===== config.mk =====
export PLATFORM = sky130hd
export DESIGN_NAME = simd_addsub_pipe
export DESIGN_NICKNAME = d
export VERILOG_FILES = /design/src/rtl/simd_addsub_pipe_pkg.sv /design/src/rtl/simd_addsub_pipe_addsub_lane.sv /design/src/rtl/simd_addsub_pipe.sv
export SDC_FILE = /design/constraint.sdc
export NUM_CORES = 1
export LEC_CHECK = 0
export CAP_MARGIN = 20
export CORE_MARGIN = 1
export CORE_UTILIZATION = 49
export CTS_CLUSTER_SIZE = 25
export DETAILED_ROUTE_END_ITERATION = 7
export PLACE_DENSITY = 0.77
export REMOVE_ABC_BUFFERS = 1
export SLEW_MARGIN = 40
export SYNTH_ARGS = -nofsm -noshare
export SYNTH_HDL_FRONTEND = slang
export SYNTH_SLANG_ARGS = --single-unit

===== constraint.sdc =====
create_clock -name clk -period 6.45 [get_ports clk]
set_input_delay 1.29 -clock clk [delete_from_list [all_inputs] [get_ports clk]]
set_output_delay 1.29 -clock clk [all_outputs]
set_load 0.05 [all_outputs]

===== src/rtl/simd_addsub_pipe_pkg.sv =====
// Shared definitions for the packed-lane add/subtract unit: opcode encoding,
// lane saturation constants and the popcount used by the saturation counter.
package simd_addsub_pipe_pkg;

  // Upper bounds for the helper functions below. Results are sliced down to
  // the real lane width / lane count by the caller.
  localparam int unsigned MAX_LANE_W = 64;
  localparam int unsigned MAX_LANES  = 64;

  // Operation select, shared with the instruction decoder.
  typedef enum logic {
    OP_ADD = 1'b0,
    OP_SUB = 1'b1
  } addsub_op_e;

  // Largest signed value of a lane: 0111..1 (low lane_w bits meaningful).
  function automatic logic [MAX_LANE_W-1:0] lane_sat_max(input int unsigned lane_w);
    logic [MAX_LANE_W-1:0] v;
    v = '0;
    for (int unsigned i = 0; i < MAX_LANE_W; i++) begin
      if (i + 1 < lane_w) begin
        v[i] = 1'b1;
      end
    end
    return v;
  endfunction

  // Smallest signed value of a lane: 1000..0 (low lane_w bits meaningful).
  function automatic logic [MAX_LANE_W-1:0] lane_sat_min(input int unsigned lane_w);
    logic [MAX_LANE_W-1:0] v;
    v = '0;
    for (int unsigned i = 0; i < MAX_LANE_W; i++) begin
      if (i + 1 == lane_w) begin
        v[i] = 1'b1;
      end
    end
    return v;
  endfunction

  // Number of set bits in a (zero-extended) lane flag vector.
  function automatic logic [31:0] popcount(input logic [MAX_LANES-1:0] v);
    logic [31:0] cnt;
    cnt = '0;
    for (int unsigned i = 0; i < MAX_LANES; i++) begin
      cnt = cnt + {31'd0, v[i]};
    end
    return cnt;
  endfunction

endpackage


===== src/rtl/simd_addsub_pipe_addsub_lane.sv =====
// One two's-complement lane: raw add/subtract result truncated to the lane
// width, plus separate positive and negative signed-overflow indications.
module addsub_lane
  import simd_addsub_pipe_pkg::*;
#(
  parameter int LANE_W = 4
) (
  input  logic [LANE_W-1:0] a_i,
  input  logic [LANE_W-1:0] b_i,
  input  logic              sub_i,
  output logic [LANE_W-1:0] raw_o,
  output logic              pos_o,
  output logic              neg_o
);

  logic              cin;
  logic [LANE_W-1:0] bx;

  // Subtraction is A + ~B + 1; overflow is judged on the effective operand.
  always_comb begin
    cin   = (sub_i == OP_SUB);
    bx    = cin ? ~b_i : b_i;
    raw_o = a_i + bx + LANE_W'(cin);
    pos_o = !a_i[LANE_W-1] && !bx[LANE_W-1] &&  raw_o[LANE_W-1];
    neg_o =  a_i[LANE_W-1] &&  bx[LANE_W-1] && !raw_o[LANE_W-1];
  end

endmodule


===== src/rtl/simd_addsub_pipe.sv =====
// Two-stage pipelined SIMD saturating adder/subtracter with valid/ready
// handshake and a saturating count of saturated lanes delivered downstream.
// Stage 1 holds raw lane sums and overflow flags; stage 2 is the output
// register holding the (optionally) saturated result.
module simd_addsub_pipe
  import simd_addsub_pipe_pkg::*;
#(
  parameter  int LANE_W = 4,
  parameter  int LANES  = 4,
  parameter  int CNT_W  = 16,
  localparam int DATA_W = LANE_W * LANES
) (
  input  logic              clk,
  input  logic              rst,
  input  logic              in_valid,
  output logic              in_ready,
  input  logic [DATA_W-1:0] a,
  input  logic [DATA_W-1:0] b,
  input  logic              sub,
  input  logic              sat_en,
  output logic              out_valid,
  input  logic              out_ready,
  output logic [DATA_W-1:0] sum,
  output logic [LANES-1:0]  ovf,
  input  logic              clr_count,
  output logic [CNT_W-1:0]  sat_count
);

  localparam logic [LANE_W-1:0] SAT_MAX = LANE_W'(lane_sat_max(LANE_W));
  localparam logic [LANE_W-1:0] SAT_MIN = LANE_W'(lane_sat_min(LANE_W));

  // Handshake
  logic s1_advance;
  logic in_fire;
  logic out_fire;

  // Combinational lane results from the operand inputs
  logic [DATA_W-1:0] lane_raw;
  logic [LANES-1:0]  lane_pos;
  logic [LANES-1:0]  lane_neg;

  // Stage 1 registers
  logic              s1_valid_q, s1_valid_d;
  logic [DATA_W-1:0] s1_raw_q,   s1_raw_d;
  logic [LANES-1:0]  s1_pos_q,   s1_pos_d;
  logic [LANES-1:0]  s1_neg_q,   s1_neg_d;
  logic              s1_sat_q,   s1_sat_d;

  // Stage 2 (output) registers
  logic              out_valid_q, out_valid_d;
  logic [DATA_W-1:0] sum_q,       sum_d;
  logic [LANES-1:0]  ovf_q,       ovf_d;
  logic              out_sat_q,   out_sat_d;

  // Saturation event counter
  logic [CNT_W-1:0]  sat_count_q, sat_count_d;
  logic [31:0]       sat_pop;
  logic [CNT_W+31:0] cnt_sum;

  // Saturated view of stage 1, feeding the output register
  logic [DATA_W-1:0] sat_sum;

  // Stage 1 may move on when the output register is empty or being drained.
  // in_ready depends only on registered state and out_ready, never in_valid.
  assign s1_advance = !out_valid_q || out_ready;
  assign in_ready   = !s1_valid_q || s1_advance;
  assign in_fire    = in_valid && in_ready;
  assign out_fire   = out_valid_q && out_ready;

  // Lane array: carries are confined to each instance.
  genvar gi;
  generate
    for (gi = 0; gi < LANES; gi++) begin : g_lane
      addsub_lane #(
        .LANE_W (LANE_W)
      ) u_lane (
        .a_i   (a[gi*LANE_W +: LANE_W]),
        .b_i   (b[gi*LANE_W +: LANE_W]),
        .sub_i (sub),
        .raw_o (lane_raw[gi*LANE_W +: LANE_W]),
        .pos_o (lane_pos[gi]),
        .neg_o (lane_neg[gi])
      );
    end
  endgenerate

  // Per-lane clamp applied between stage 1 and the output register.
  generate
    for (gi = 0; gi < LANES; gi++) begin : g_sat
      assign sat_sum[gi*LANE_W +: LANE_W] =
          !s1_sat_q      ? s1_raw_q[gi*LANE_W +: LANE_W] :
          s1_pos_q[gi]   ? SAT_MAX :
          s1_neg_q[gi]   ? SAT_MIN :
                           s1_raw_q[gi*LANE_W +: LANE_W];
    end
  endgenerate

  // Stage 1 next state: capture on accept, empty when handed to stage 2.
  always_comb begin
    s1_valid_d = s1_valid_q;
    s1_raw_d   = s1_raw_q;
    s1_pos_d   = s1_pos_q;
    s1_neg_d   = s1_neg_q;
    s1_sat_d   = s1_sat_q;
    if (in_fire) begin
      s1_valid_d = 1'b1;
      s1_raw_d   = lane_raw;
      s1_pos_d   = lane_pos;
      s1_neg_d   = lane_neg;
      s1_sat_d   = sat_en;
    end else if (s1_advance) begin
      s1_valid_d = 1'b0;
    end
  end

  // Stage 2 next state: load only when stage 1 advances, so a stalled
  // output keeps sum/ovf/out_valid exactly as they were.
  always_comb begin
    out_valid_d = out_valid_q;
    sum_d       = sum_q;
    ovf_d       = ovf_q;
    out_sat_d   = out_sat_q;
    if (s1_advance) begin
      out_valid_d = s1_valid_q;
      if (s1_valid_q) begin
        sum_d     = sat_sum;
        ovf_d     = s1_pos_q | s1_neg_q;
        out_sat_d = s1_sat_q;
      end
    end
  end

  // Counter next state: add saturated lanes on delivery, clamp at all-ones,
  // and let a clear take priority over a coincident increment.
  always_comb begin
    sat_pop     = popcount(MAX_LANES'(ovf_q));
    cnt_sum     = {32'd0, sat_count_q} + {{CNT_W{1'b0}}, sat_pop};
    sat_count_d = sat_count_q;
    if (clr_count) begin
      sat_count_d = '0;
    end else if (out_fire && out_sat_q) begin
      if (cnt_sum[CNT_W+31:CNT_W] != '0) begin
        sat_count_d = '1;
      end else begin
        sat_count_d = cnt_sum[CNT_W-1:0];
      end
    end
  end

  // Stage 1 registers; reset discards any beat in flight.
  always_ff @(posedge clk or posedge rst) begin
    if (rst) begin
      s1_valid_q <= 1'b0;
      s1_raw_q   <= '0;
      s1_pos_q   <= '0;
      s1_neg_q   <= '0;
      s1_sat_q   <= 1'b0;
    end else begin
      s1_valid_q <= s1_valid_d;
      s1_raw_q   <= s1_raw_d;
      s1_pos_q   <= s1_pos_d;
      s1_neg_q   <= s1_neg_d;
      s1_sat_q   <= s1_sat_d;
    end
  end

  // Output registers; reset clears the visible result immediately.
  always_ff @(posedge clk or posedge rst) begin
    if (rst) begin
      out_valid_q <= 1'b0;
      sum_q       <= '0;
      ovf_q       <= '0;
      out_sat_q   <= 1'b0;
    end else begin
      out_valid_q <= out_valid_d;
      sum_q       <= sum_d;
      ovf_q       <= ovf_d;
      out_sat_q   <= out_sat_d;
    end
  end

  // Saturation event counter register.
  always_ff @(posedge clk or posedge rst) begin
    if (rst) begin
      sat_count_q <= '0;
    end else begin
      sat_count_q <= sat_count_d;
    end
  end

  assign out_valid = out_valid_q;
  assign sum       = sum_q;
  assign ovf       = ovf_q;
  assign sat_count = sat_count_q;

endmodule


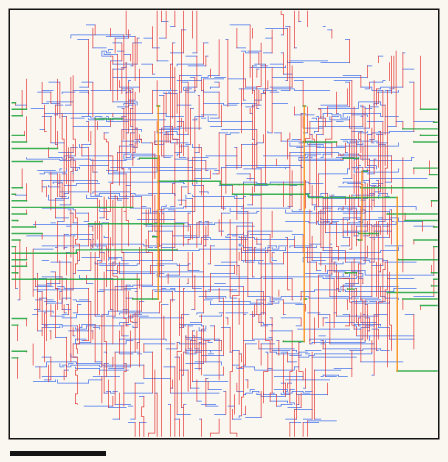
layers.png
Scale bar: 20 um.
Key: M1 = blue [wire length 3260 um]; M2 = red [wire length 3910 um]; M3 = green [wire length 385 um]; M4 = orange [wire length 139 um]
Routed wire per std cell: 13.6 um
DRT Wirelength: 7.70 mm
total routing resource utilization after global routing: 21.5%

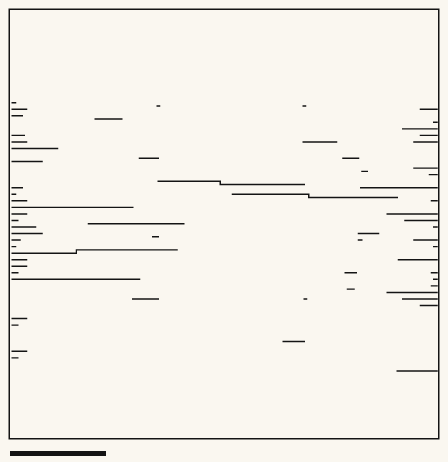
m3.png
Scale bar: 20 um.
57 nets have wire on it. The layer holds 5.0% of the routed length. The wires run mostly horizontal.

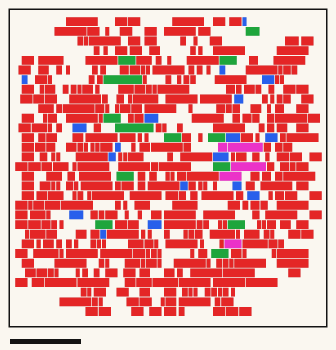
sizing.png
Scale bar: 20 um.
Key: x2 = blue [cells 18, share 3.9%]; x3 and x4 = magenta [cells 5, share 1.1%]; x1 and smaller = red [cells 429, share 92%]; x6 and larger = green [cells 13, share 2.8%]

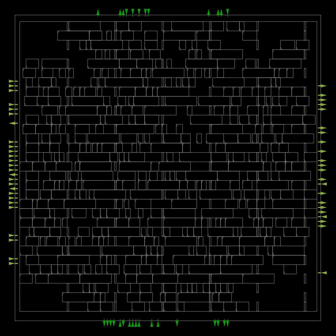
placed.png
floorplan row count: 31
count of non-filler cells in the finished layout: 564

==> run notes <==
The implementation run finished. The global route stage reports its total congestion overflow as 0. The critical path ends at in_ready. Number of buffer and inverter stages on the critical path landed at 2.

Summed over all nets, wire length on met3 after detailed routing comes to 384 um. The synthesis stat section lists a flop and latch total of 64. The flow ran to the end, and the final reports show no timing, DRC or antenna violations. The global router reports that the layer with the highest usage is met2. Per the CTS log, the maximum H-tree level is 3. Summed over its instances, the top area cell type makes up 43.2% of the synthesized netlist area. OpenROAD emitted warnings numbering 29.

STA classifies the critical path endpoint as an output port. In the post-synthesis netlist, the biggest area contributors are dfrtp_1, nand2_1, ha_1. Static leakage landed at 2.10 nW. According to the I/O placement log, the pin count is 77. Count of yosys warnings during synthesis landed at 0. Counting stages on the worst path, the most repeated cell is clkdlybuf4s50_1.

Across the routed clock network, the largest skew measured is 0.00961 ns. Post-layout net count landed at 523. Basic-gate share of the synthesized area counting and, or, nand and nor cells landed at 17.5%. Summed over all nets, wire length on met2 after detailed routing comes to 3.91 mm. Per the layout area report, the register area comes to 1600 um^2. Maximum buffer depth of the clock tree landed at 2. Traced cell by cell, the critical path runs through clkdlybuf4s50_1 > nand3b_1 > clkdlybuf4s50_1. Post-synthesis share of cell area spent on full adders, half adders and majority gates landed at 9.52%.

Clock tree synthesis selected as its root buffer the cell clkbuf_8. Top achievable clock speed landed at 229 MHz. Before any placement, the netlist area is recorded as 3710 um^2. The pre-antenna-repair detailed-routing pass consisted of 4 iterations. Top fanout value on the critical path landed at 8.

Setup TNS landed at 0 ns. Number of max-slew violations in the final report landed at 0. Clock-pin slew on the worst setup and hold paths landed at 0.07 ns.

Area fraction in mux cells landed at 2.90%. Pin count of the biggest net entering global routing landed at 65. For this run, the slowest stage of the critical path takes 0.87 ns. Per the synthesis report, the dominant area consumer among library cells is dfrtp_1. Tally of nets with antenna violations remaining after routing landed at 0. Number of violations reported at the end of detailed-routing iteration 0 landed at 102. Cell count after placement landed at 548. Signal routing reaches up to met4. Hold violation total from the final report landed at 0. Once the clock tree was built, the resizer swapped 0 gates to a different size. According to the timing report, the arrival time at the worst endpoint equals 3.07 ns.

Worst vdd rail ir drop landed at 0.142 mV. A synthesized cell averages 9.63 um^2. Share of the clock period used by the worst path after layout landed at 67.7%. Slew at the pin with the worst max-slew slack landed at 0.655 ns. Number of filler cells placed in the layout landed at 617. For this design, the slowest cell found on the critical path is clkdlybuf4s50_1. Per the timing report, the most critical flop-to-flop path finishes at sat_count[0]. TritonCTS built the clock tree. Required time reported for the critical path endpoint landed at 5.16 ns. In this run the horizontal extent of the chip is 89.0 um. The placement report lists the number of port buffers as 76. Met3 capacity usage during global routing landed at 4.16%. Number of vias in the routed layout landed at 3017.

Setup slack after placement landed at 2.11 ns. Power density over the cells landed at 289 nW/um^2. Total half-perimeter wirelength after legalization and detailed placement landed at 5.66 mm.

The worst hold path was traced through 2 stages. Per the Yosys statistics, synthesis produced 385 cells. Hold analysis lists the worst path endpoint as sum[4]. Subtracting the final worst setup slack from the clock period gives 4.36 ns.

Hold buffer count at CTS landed at 0. Yosys stat chip area landed at 3710 um^2. After layout, the worst setup slack is 2.09 ns. Proportion of synthesized chip area in sequential cells landed at 43.2%.
cell families (layout without fill, tap and decap cells):
group / count (synthesis) / in the layout
flops: 64 / 64
fa+ha+maj: 24 / 24
compound gates: 100 / 100
simple gates: 123 / 123
xor+xnor: 20 / 20
mux: 10 / 10
buf+inv: 44 / 124
area by class of cell:
type | instances | area share [%]
clock buffers | 10 | 2.89
repair buffers | 77 | 16.1
multi-input cells | 277 | 40.6
inverters | 31 | 2.44
flip-flops and latches | 64 | 33.6
well taps | 99 | 2.60
clock inverters | 6 | 1.73
through the flow:
stage               cell area (um^2)  util, %
finish                          4770     65.4
global route                    4770     65.4
global placement                4540     62.3
CTS                             4770     65.4
detailed placement              4550     62.4
floorplan                       3650        -
worst reg2reg max path: cells and delay by family (launching register included):
family | cells | cell delay [ns]
simple gates | 3 | 0.76
buf+inv | 2 | 0.13
compound gates | 1 | 0.35
flops | 1 | 0.42
fa+ha+maj | 3 | 1.17
power breakdown:
group / leakage [nW] / total [W] / switching [W] / internal (W)
logic: 1.17 / 0.000466 / 0.000289 / 0.000177
clock network: 0.112 / 0.000382 / 0.000156 / 0.000226
registers: 0.823 / 0.000527 / 0.0000516 / 0.000476
total: 2.10 / 0.00138 / 0.000496 / 0.000879
Yosys cell counts, drive strengths merged:
cell type	number
or4b	2
mux2i	4
nand4	5
a211oi	9
and3	9
a211o	1
dfrtp	64
nor4	1
o21bai	4
nand3b	2
a221oi	1
a21oi	26
xnor2	4
nor2b	3
o21ai	36
ha	17
nand2b	4
buf	6
a31oi	5
inv	31
mux2	6
nand2	57
and2	7
a2111oi	2
o211ai	2
clkbuf	7
nor2	14
and4	1
xor2	16
fa	7
o2111ai	3
a22o	4
a311oi	2
nor3b	4
o31ai	4
nand3	7
and2b	1
nand4b	2
a41oi	1
nor3	2
and3b	2
Power is estimated from default activity; no workload was simulated.
